==> src/rtl/clause_loader_pkg.sv <==
// -----------------------------------------------------------------------------
// sat_pkg
// Definitions shared by the clause loader and the clause comparator:
//   - default formula geometry (variable ID width, literals per clause,
//     clauses per memory word)
//   - the packed literal type {neg, var_id}
//   - LIT_WIDTH and slot_offset(), which locate a literal slot inside a
//     packed clause-memory word
// -----------------------------------------------------------------------------
package sat_pkg;

    localparam int unsigned VAR_ID_BITS_DEF           = 8;
    localparam int unsigned NUM_VARS_PER_CLAUSE_DEF   = 3;
    localparam int unsigned NUM_CLAUSES_PER_CYCLE_DEF = 16;

    localparam int unsigned LIT_WIDTH = VAR_ID_BITS_DEF + 1;

    // var_id 0 is the empty/pad value, so an all-zero literal never matches.
    typedef struct packed {
        logic                       neg;
        logic [VAR_ID_BITS_DEF-1:0] var_id;
    } lit_t;

    // Bit offset of slot 'slot' in a word whose literals are 'lit_width' wide.
    function automatic int unsigned slot_offset(input int unsigned slot,
                                                input int unsigned lit_width);
        return slot * lit_width;
    endfunction

endpackage

==> src/rtl/clause_loader_if.sv <==
// -----------------------------------------------------------------------------
// clause_loader_if
// Literal stream into the clause loader (valid/ready handshake).
//   lit_valid   master -> slave  literal present
//   lit_ready   slave  -> master literal accepted when valid && ready
//   lit_var_id  master -> slave  variable ID (0 reserved as pad)
//   lit_neg     master -> slave  1 = negated literal
//   lit_last    master -> slave  final literal of the formula
// -----------------------------------------------------------------------------
interface clause_loader_if #(
    parameter int unsigned VAR_ID_BITS = sat_pkg::VAR_ID_BITS_DEF
);
    logic                   lit_valid;
    logic                   lit_ready;
    logic [VAR_ID_BITS-1:0] lit_var_id;
    logic                   lit_neg;
    logic                   lit_last;

    modport master (
        output lit_valid, lit_var_id, lit_neg, lit_last,
        input  lit_ready
    );

    modport slave (
        input  lit_valid, lit_var_id, lit_neg, lit_last,
        output lit_ready
    );
endinterface

==> src/rtl/clause_loader.sv <==
// -----------------------------------------------------------------------------
// clause_loader
// Packs a literal stream into clause-memory words (NUM_VARS_PER_CLAUSE
// literals per clause, NUM_CLAUSES_PER_CYCLE clauses per word) and writes each
// completed word to the next address. Runs once per formula before solving.
// Ports:
//   clk, rst_n      clock, synchronous active-low reset
//   start           one-cycle pulse: clear all state and begin a load
//   lit             literal stream (clause_loader_if.slave)
//   mem_we          one-cycle write strobe (registered)
//   mem_addr        word address (registered)
//   mem_wdata       packed word (registered)
//   done            load complete, held until the next start
//   clause_count    complete clauses accepted
//   err_overflow    sticky: literal arrived after memory was full
//   err_align       sticky: lit_last arrived mid-clause
// -----------------------------------------------------------------------------
module clause_loader
    import sat_pkg::*;
#(
    parameter int unsigned NUM_CLAUSES           = 64,
    parameter int unsigned VAR_ID_BITS           = VAR_ID_BITS_DEF,
    parameter int unsigned NUM_CLAUSES_PER_CYCLE = NUM_CLAUSES_PER_CYCLE_DEF,
    parameter int unsigned NUM_VARS_PER_CLAUSE   = NUM_VARS_PER_CLAUSE_DEF,
    localparam int unsigned LIT_W        = VAR_ID_BITS + 1,
    localparam int unsigned SLOTS        = NUM_VARS_PER_CLAUSE * NUM_CLAUSES_PER_CYCLE,
    localparam int unsigned MEMORY_WIDTH = LIT_W * SLOTS,
    localparam int unsigned NUM_WORDS    = NUM_CLAUSES / NUM_CLAUSES_PER_CYCLE,
    localparam int unsigned ADDR_BITS    = (NUM_WORDS > 1) ? $clog2(NUM_WORDS) : 1,
    localparam int unsigned CNT_BITS     = $clog2(NUM_CLAUSES + 1)
)(
    input  logic                    clk,
    input  logic                    rst_n,
    input  logic                    start,
    clause_loader_if.slave          lit,
    output logic                    mem_we,
    output logic [ADDR_BITS-1:0]    mem_addr,
    output logic [MEMORY_WIDTH-1:0] mem_wdata,
    output logic                    done,
    output logic [CNT_BITS-1:0]     clause_count,
    output logic                    err_overflow,
    output logic                    err_align
);

    localparam int unsigned SLOT_BITS = (SLOTS > 1) ? $clog2(SLOTS) : 1;
    localparam int unsigned K_BITS    = (NUM_VARS_PER_CLAUSE > 1) ? $clog2(NUM_VARS_PER_CLAUSE) : 1;
    localparam int unsigned WC_BITS   = ADDR_BITS + 1;

    localparam logic [SLOT_BITS-1:0] SLOT_LAST = SLOT_BITS'(SLOTS - 1);
    localparam logic [K_BITS-1:0]    K_LAST    = K_BITS'(NUM_VARS_PER_CLAUSE - 1);
    localparam logic [WC_BITS-1:0]   WORDS_MAX = WC_BITS'(NUM_WORDS);

    typedef enum logic [1:0] {
        IDLE,
        LOAD,
        FLUSH,
        DONE
    } state_e;

    state_e                  state_q;
    logic [MEMORY_WIDTH-1:0] staging_q;
    logic [SLOT_BITS-1:0]    slot_idx_q;
    logic [K_BITS-1:0]       k_q;          // literal position within the current clause
    logic [WC_BITS-1:0]      word_cnt_q;   // words written so far, reaches NUM_WORDS
    logic                    mem_we_q;
    logic [ADDR_BITS-1:0]    mem_addr_q;
    logic [MEMORY_WIDTH-1:0] mem_wdata_q;
    logic                    done_q;
    logic [CNT_BITS-1:0]     clause_count_q;
    logic                    err_overflow_q;
    logic                    err_align_q;

    logic [MEMORY_WIDTH-1:0] word_fill;    // staging word with the incoming literal placed
    logic                    full;

    assign full = (word_cnt_q == WORDS_MAX);

    always_comb begin
        word_fill = staging_q;
        word_fill[slot_offset(32'(slot_idx_q), LIT_W) +: LIT_W] = {lit.lit_neg, lit.lit_var_id};
    end

    always_ff @(posedge clk) begin
        if (!rst_n) begin
            state_q        <= IDLE;
            staging_q      <= '0;
            slot_idx_q     <= '0;
            k_q            <= '0;
            word_cnt_q     <= '0;
            mem_we_q       <= 1'b0;
            mem_addr_q     <= '0;
            mem_wdata_q    <= '0;
            done_q         <= 1'b0;
            clause_count_q <= '0;
            err_overflow_q <= 1'b0;
            err_align_q    <= 1'b0;
        end else begin
            mem_we_q <= 1'b0;
            if (start) begin
                state_q        <= LOAD;
                staging_q      <= '0;
                slot_idx_q     <= '0;
                k_q            <= '0;
                word_cnt_q     <= '0;
                done_q         <= 1'b0;
                clause_count_q <= '0;
                err_overflow_q <= 1'b0;
                err_align_q    <= 1'b0;
            end else begin
                unique case (state_q)
                    IDLE, DONE: ;
                    LOAD: begin
                        if (lit.lit_valid) begin
                            if (full) begin
                                err_overflow_q <= 1'b1;
                            end else begin
                                if (k_q == K_LAST) begin
                                    k_q            <= '0;
                                    clause_count_q <= clause_count_q + 1'b1;
                                end else begin
                                    k_q <= k_q + 1'b1;
                                    if (lit.lit_last) err_align_q <= 1'b1;
                                end
                                // The final partial word is written on the lit_last
                                // accept itself, so the strobe lands in FLUSH and a
                                // word completed by lit_last is written only once.
                                if (lit.lit_last || slot_idx_q == SLOT_LAST) begin
                                    mem_we_q    <= 1'b1;
                                    mem_addr_q  <= word_cnt_q[ADDR_BITS-1:0];
                                    mem_wdata_q <= word_fill;
                                    staging_q   <= '0;
                                    slot_idx_q  <= '0;
                                    word_cnt_q  <= word_cnt_q + 1'b1;
                                end else begin
                                    staging_q  <= word_fill;
                                    slot_idx_q <= slot_idx_q + 1'b1;
                                end
                            end
                            if (lit.lit_last) state_q <= FLUSH;
                        end
                    end
                    FLUSH: begin
                        done_q  <= 1'b1;
                        state_q <= DONE;
                    end
                    default: state_q <= IDLE;
                endcase
            end
        end
    end

    assign lit.lit_ready  = (state_q == LOAD);
    assign mem_we         = mem_we_q;
    assign mem_addr       = mem_addr_q;
    assign mem_wdata      = mem_wdata_q;
    assign done           = done_q;
    assign clause_count   = clause_count_q;
    assign err_overflow   = err_overflow_q;
    assign err_align      = err_align_q;

endmodule

==> src/flat_wrapper.sv <==
// flat-port wrapper written by rule: the top's interface ports become plain ports
module clause_loader_flat import sat_pkg::*;
#(
    parameter int unsigned NUM_CLAUSES           = 64,
    parameter int unsigned VAR_ID_BITS           = VAR_ID_BITS_DEF,
    parameter int unsigned NUM_CLAUSES_PER_CYCLE = NUM_CLAUSES_PER_CYCLE_DEF,
    parameter int unsigned NUM_VARS_PER_CLAUSE   = NUM_VARS_PER_CLAUSE_DEF,
    localparam int unsigned LIT_W        = VAR_ID_BITS + 1,
    localparam int unsigned SLOTS        = NUM_VARS_PER_CLAUSE * NUM_CLAUSES_PER_CYCLE,
    localparam int unsigned MEMORY_WIDTH = LIT_W * SLOTS,
    localparam int unsigned NUM_WORDS    = NUM_CLAUSES / NUM_CLAUSES_PER_CYCLE,
    localparam int unsigned ADDR_BITS    = (NUM_WORDS > 1) ? $clog2(NUM_WORDS) : 1,
    localparam int unsigned CNT_BITS     = $clog2(NUM_CLAUSES + 1)
)
  (clk, rst_n, start, mem_we, mem_addr, mem_wdata, done, clause_count, err_overflow, err_align, lit_lit_valid, lit_lit_var_id, lit_lit_neg, lit_lit_last, lit_lit_ready);
  clause_loader_if #(.VAR_ID_BITS(VAR_ID_BITS)) lit_i ();
  input  logic clk;
  input  logic rst_n;
  input  logic start;
  output logic mem_we;
  output logic [ADDR_BITS-1:0] mem_addr;
  output logic [MEMORY_WIDTH-1:0] mem_wdata;
  output logic done;
  output logic [CNT_BITS-1:0] clause_count;
  output logic err_overflow;
  output logic err_align;
  input wire logic [$bits(lit_i.lit_valid)-1:0] lit_lit_valid;
  input wire logic [$bits(lit_i.lit_var_id)-1:0] lit_lit_var_id;
  input wire logic [$bits(lit_i.lit_neg)-1:0] lit_lit_neg;
  input wire logic [$bits(lit_i.lit_last)-1:0] lit_lit_last;
  output wire logic [$bits(lit_i.lit_ready)-1:0] lit_lit_ready;
  assign lit_i.lit_valid = lit_lit_valid;
  assign lit_i.lit_var_id = lit_lit_var_id;
  assign lit_i.lit_neg = lit_lit_neg;
  assign lit_i.lit_last = lit_lit_last;
  assign lit_lit_ready = lit_i.lit_ready;
  clause_loader #(.NUM_CLAUSES(NUM_CLAUSES), .VAR_ID_BITS(VAR_ID_BITS), .NUM_CLAUSES_PER_CYCLE(NUM_CLAUSES_PER_CYCLE), .NUM_VARS_PER_CLAUSE(NUM_VARS_PER_CLAUSE)) u_core (.clk(clk), .rst_n(rst_n), .start(start), .lit(lit_i), .mem_we(mem_we), .mem_addr(mem_addr), .mem_wdata(mem_wdata), .done(done), .clause_count(clause_count), .err_overflow(err_overflow), .err_align(err_align));
endmodule
==> config.mk <==
export PLATFORM = sky130hd
export DESIGN_NAME = clause_loader_flat
export DESIGN_NICKNAME = d
export VERILOG_FILES = /design/src/rtl/clause_loader_pkg.sv /design/src/rtl/clause_loader_if.sv /design/src/rtl/clause_loader.sv /design/src/flat_wrapper.sv
export SDC_FILE = /design/constraint.sdc
export NUM_CORES = 2
export LEC_CHECK = 0
export CAP_MARGIN = 20
export CORE_MARGIN = 3
export CORE_UTILIZATION = 40
export DETAILED_ROUTE_END_ITERATION = 12
export PLACE_DENSITY_LB_ADDON = 0.08
export RECOVER_POWER = 100
export SLEW_MARGIN = 20
export SYNTH_ARGS = -nofsm -noshare
export SYNTH_HDL_FRONTEND = slang
export SYNTH_SLANG_ARGS = --single-unit
==> constraint.sdc <==
create_clock -name clk -period 3.2 [get_ports clk]
set_clock_uncertainty 0.05 [all_clocks]
set_input_delay 0.64 -clock clk [delete_from_list [all_inputs] [get_ports clk]]
set_output_delay 0.64 -clock clk [all_outputs]
set_load 0.01 [all_outputs]
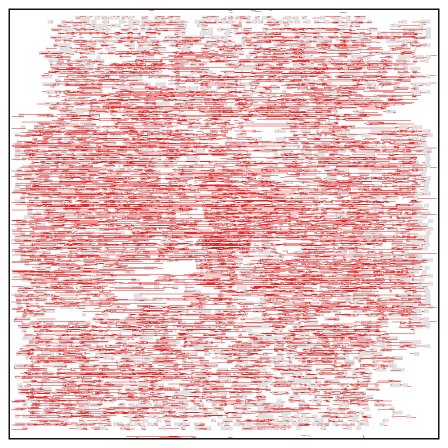
Figure 1: the metal 1 layer.
The layer carries 59.0 mm of wire. The layer holds 45% of the routed length. 4161 nets have wire on it.
routing usage on met1: 0.394
via count: 31500
wire length after detailed routing: 130 mm

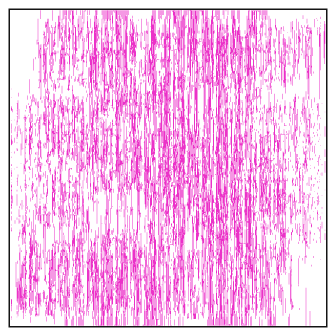
Figure 2: metal 2.
The longest straight run is 96.6 um. The layer holds 46% of the routed length. The layer carries 59.4 mm of wire. The wires run mostly vertical.
met2 Use GR: 0.449

==> ds_physical_params.txt <==
Physical design parameters

Parameter                              Value

Cells and area
  Fraction of area in clock buffers and inverters .................. 0.0754
  Final Instance Area .................. roughly 45000 um^2
  Most common library cell in the layout ignoring fill and taps .................. sky130_fd_sc_hd__dfxtp_1
  # diodes .................. 0
  Count of non-filler cells in the finished layout .................. between 5000 and 6000
  Fraction of area in registers .................. 0.398
  Logic area .................. 15100 um^2
  Fraction of the core area covered by cells at the end of the flow .................. 0.533
  Buffer share of cell area .................. 0.158
  Sequential cell area in the final layout .................. 17800 um^2
  Buffers excl. clock .................. 776

Synth
  Seq/Total Area, Yosys .................. 0.523
  Yosys warning count .................. 0
  Post-Syn Instances .................. 3788
  Synth Net Count .................. 3810
  Async set or reset register ratio after synthesis .................. 0
  Largest family of logic cells by area .................. AND-OR/OR-AND gates
  Multiplexer area fraction after synthesis .................. 0.0347
  Compound-gate portion of the synthesized area .................. 0.277
  Flop and latch count out of synthesis .................. 890
  Total cell area reported by yosys after synthesis .................. 34100 um^2

Flow run
  Max Cap Violations .................. 0

Setup path
  Arrival time at the worst endpoint .................. 3.61 ns
  R2R Path Start .................. u_core.slot_idx_q[1]
  Logic depth of the worst path, buffers included .................. 11
  Cells on worst reg2reg path .................. 11
  Critical path startpoint category .................. register
  Maximum fanout count along the critical path .................. 12
  Critical path's top delay family .................. simple AND/OR/NAND/NOR gates
  Endpoint of the worst register-to-register path .................. u_core.mem_wdata[154]
  Worst setup EP type .................. register
  Setup Crit Path Kind .................. reg -> reg
  Worst EP required .................. 3.66 ns
  Worst Setup SP .................. u_core.slot_idx_q[1]
  Maximum cell stage delay along the critical path .................. 0.53 ns
  Crit-path cells .................. inv_1 -> ha_1 -> buf_4 -> nor3b_2 -> o221ai_1 -> nand2_1 -> buf_4 -> buf_4 -> nand2_1 -> a221oi_1 -> nor2_1

Place
  Weighted congestion at the end of routability-driven global placement .................. around 0.95
  Worst-case setup slack after placement .................. -0.0411 ns
  Post-detailed-placement cell area .................. 41700 um^2

Clock tree
  Inserted Clock Buffers .................. about 95
  Sink Count .................. 890
  CTS clk-pin slew, worst paths .................. about 0.060 ns
  Clock root buffer master .................. sky130_fd_sc_hd__clkbuf_16

STA
  Fin crit share .................. 0.982
  Final setup margin .................. 0.0561 ns
  FMAX .................. 318 MHz
  Transition time of the tightest slew-check pin .................. between 1 and 1.5 ns
  Total count of hold-check failures in the final report .................. 0

GRT
  Number of global-route vias before repair .................. 30000
  Pin count of the biggest net entering global routing .................. 180
  Global-route total usage across every layer .................. 0.282
  Wire length of the first global-routing pass .................. 195 mm

Die
  Die Y-Extent .................. 298 um
  Die outline area .................. 88700 um^2
  Starting utilization of the core area .................. 0.406
  Tap cells .................. 1134
  Horizontal die size .................. 298 um

Drt
  DRC violations left .................. 0
  Ratio of routed vias to standard cells .................. 5.66
  Pre-Repair DR Iteration Count .................. 6

Worst hold path
  Hold WC Path Type .................. in -> reg

Outcome
  Run status .................. completed
-- routing by layer --
layer  vias to the layer above  wire [um]  track usage
met2                      1083      59400        0.449
met4                         4       3560       0.0837
li1                      15000          -            -
met3                       176       8320       0.0459
met1                     15300      59000        0.394
met5                         -         27            0
-- cell usage after synthesis (4+ instances only) --
| library cell | count | area, um^2 |
|---|---|---|
| sky130_fd_sc_hd__o2bb2ai_1 | 45 | 394 |
| sky130_fd_sc_hd__a32oi_1 | 40 | 350 |
| sky130_fd_sc_hd__o21ai_1 | 28 | 140 |
| sky130_fd_sc_hd__a211oi_1 | 143 | 1070 |
| sky130_fd_sc_hd__inv_1 | 7 | 26.3 |
| sky130_fd_sc_hd__buf_1 | 11 | 41.3 |
| sky130_fd_sc_hd__xor2_1 | 10 | 87.6 |
| sky130_fd_sc_hd__a221oi_1 | 29 | 254 |
| sky130_fd_sc_hd__nor2_2 | 8 | 50.1 |
| sky130_fd_sc_hd__o2111ai_1 | 4 | 35.0 |
| sky130_fd_sc_hd__nor3_1 | 128 | 641 |
| sky130_fd_sc_hd__buf_6 | 5 | 56.3 |
| sky130_fd_sc_hd__buf_2 | 46 | 230 |
| sky130_fd_sc_hd__dfxtp_1 | 890 | 17800 |
| sky130_fd_sc_hd__ha_1 | 8 | 100 |
| sky130_fd_sc_hd__nor2_1 | 347 | 1300 |
| sky130_fd_sc_hd__a21oi_1 | 350 | 1750 |
| sky130_fd_sc_hd__xnor2_1 | 5 | 43.8 |
| sky130_fd_sc_hd__a31oi_1 | 24 | 150 |
| sky130_fd_sc_hd__nand2_1 | 342 | 1280 |
| sky130_fd_sc_hd__o21ai_2 | 15 | 131 |
| sky130_fd_sc_hd__nor3_2 | 7 | 70.1 |
| sky130_fd_sc_hd__o211ai_1 | 4 | 30.0 |
| sky130_fd_sc_hd__nor2b_1 | 7 | 43.8 |
| sky130_fd_sc_hd__clkbuf_1 | 232 | 871 |
| sky130_fd_sc_hd__nand4_1 | 11 | 68.8 |
| sky130_fd_sc_hd__mux2i_1 | 118 | 1180 |
| sky130_fd_sc_hd__and2_1 | 13 | 81.3 |
| sky130_fd_sc_hd__a22oi_1 | 48 | 360 |
| sky130_fd_sc_hd__o21ai_0 | 539 | 2700 |
| sky130_fd_sc_hd__nand3_1 | 58 | 290 |
| sky130_fd_sc_hd__o221ai_1 | 4 | 35.0 |
| sky130_fd_sc_hd__nand2b_1 | 8 | 50.1 |
| sky130_fd_sc_hd__a22o_1 | 193 | 1690 |
| sky130_fd_sc_hd__a32o_1 | 5 | 50.1 |
| sky130_fd_sc_hd__or3_1 | 5 | 31.3 |
-- power breakdown --
group          switching [W]  internal, W  leakage, nW
registers          0.0000952       0.0112         7.18
clock network        0.00473      0.00716         1.65
logic               0.000751     0.000399         8.54
-- sequential cells by signal, summed over array words and instances (netlist names) --
signal and flops:
u_core.mem_wdata 432, u_core.staging_q 432, u_core.clause_count 7, u_core.slot_idx_q 6, u_core.word_cnt_q 3, u_core.k_q 2, u_core.mem_addr 2, u_core.state_q 2
u_core.done 1, u_core.err_align 1, u_core.err_overflow 1, u_core.mem_we 1
-- repair_timing --
item,in CTS,in global routing
setup endpoints to repair,0,41
hold buffers,0,0
resized,0,7
No activity file was given, so power comes from the tool's default toggle rates.
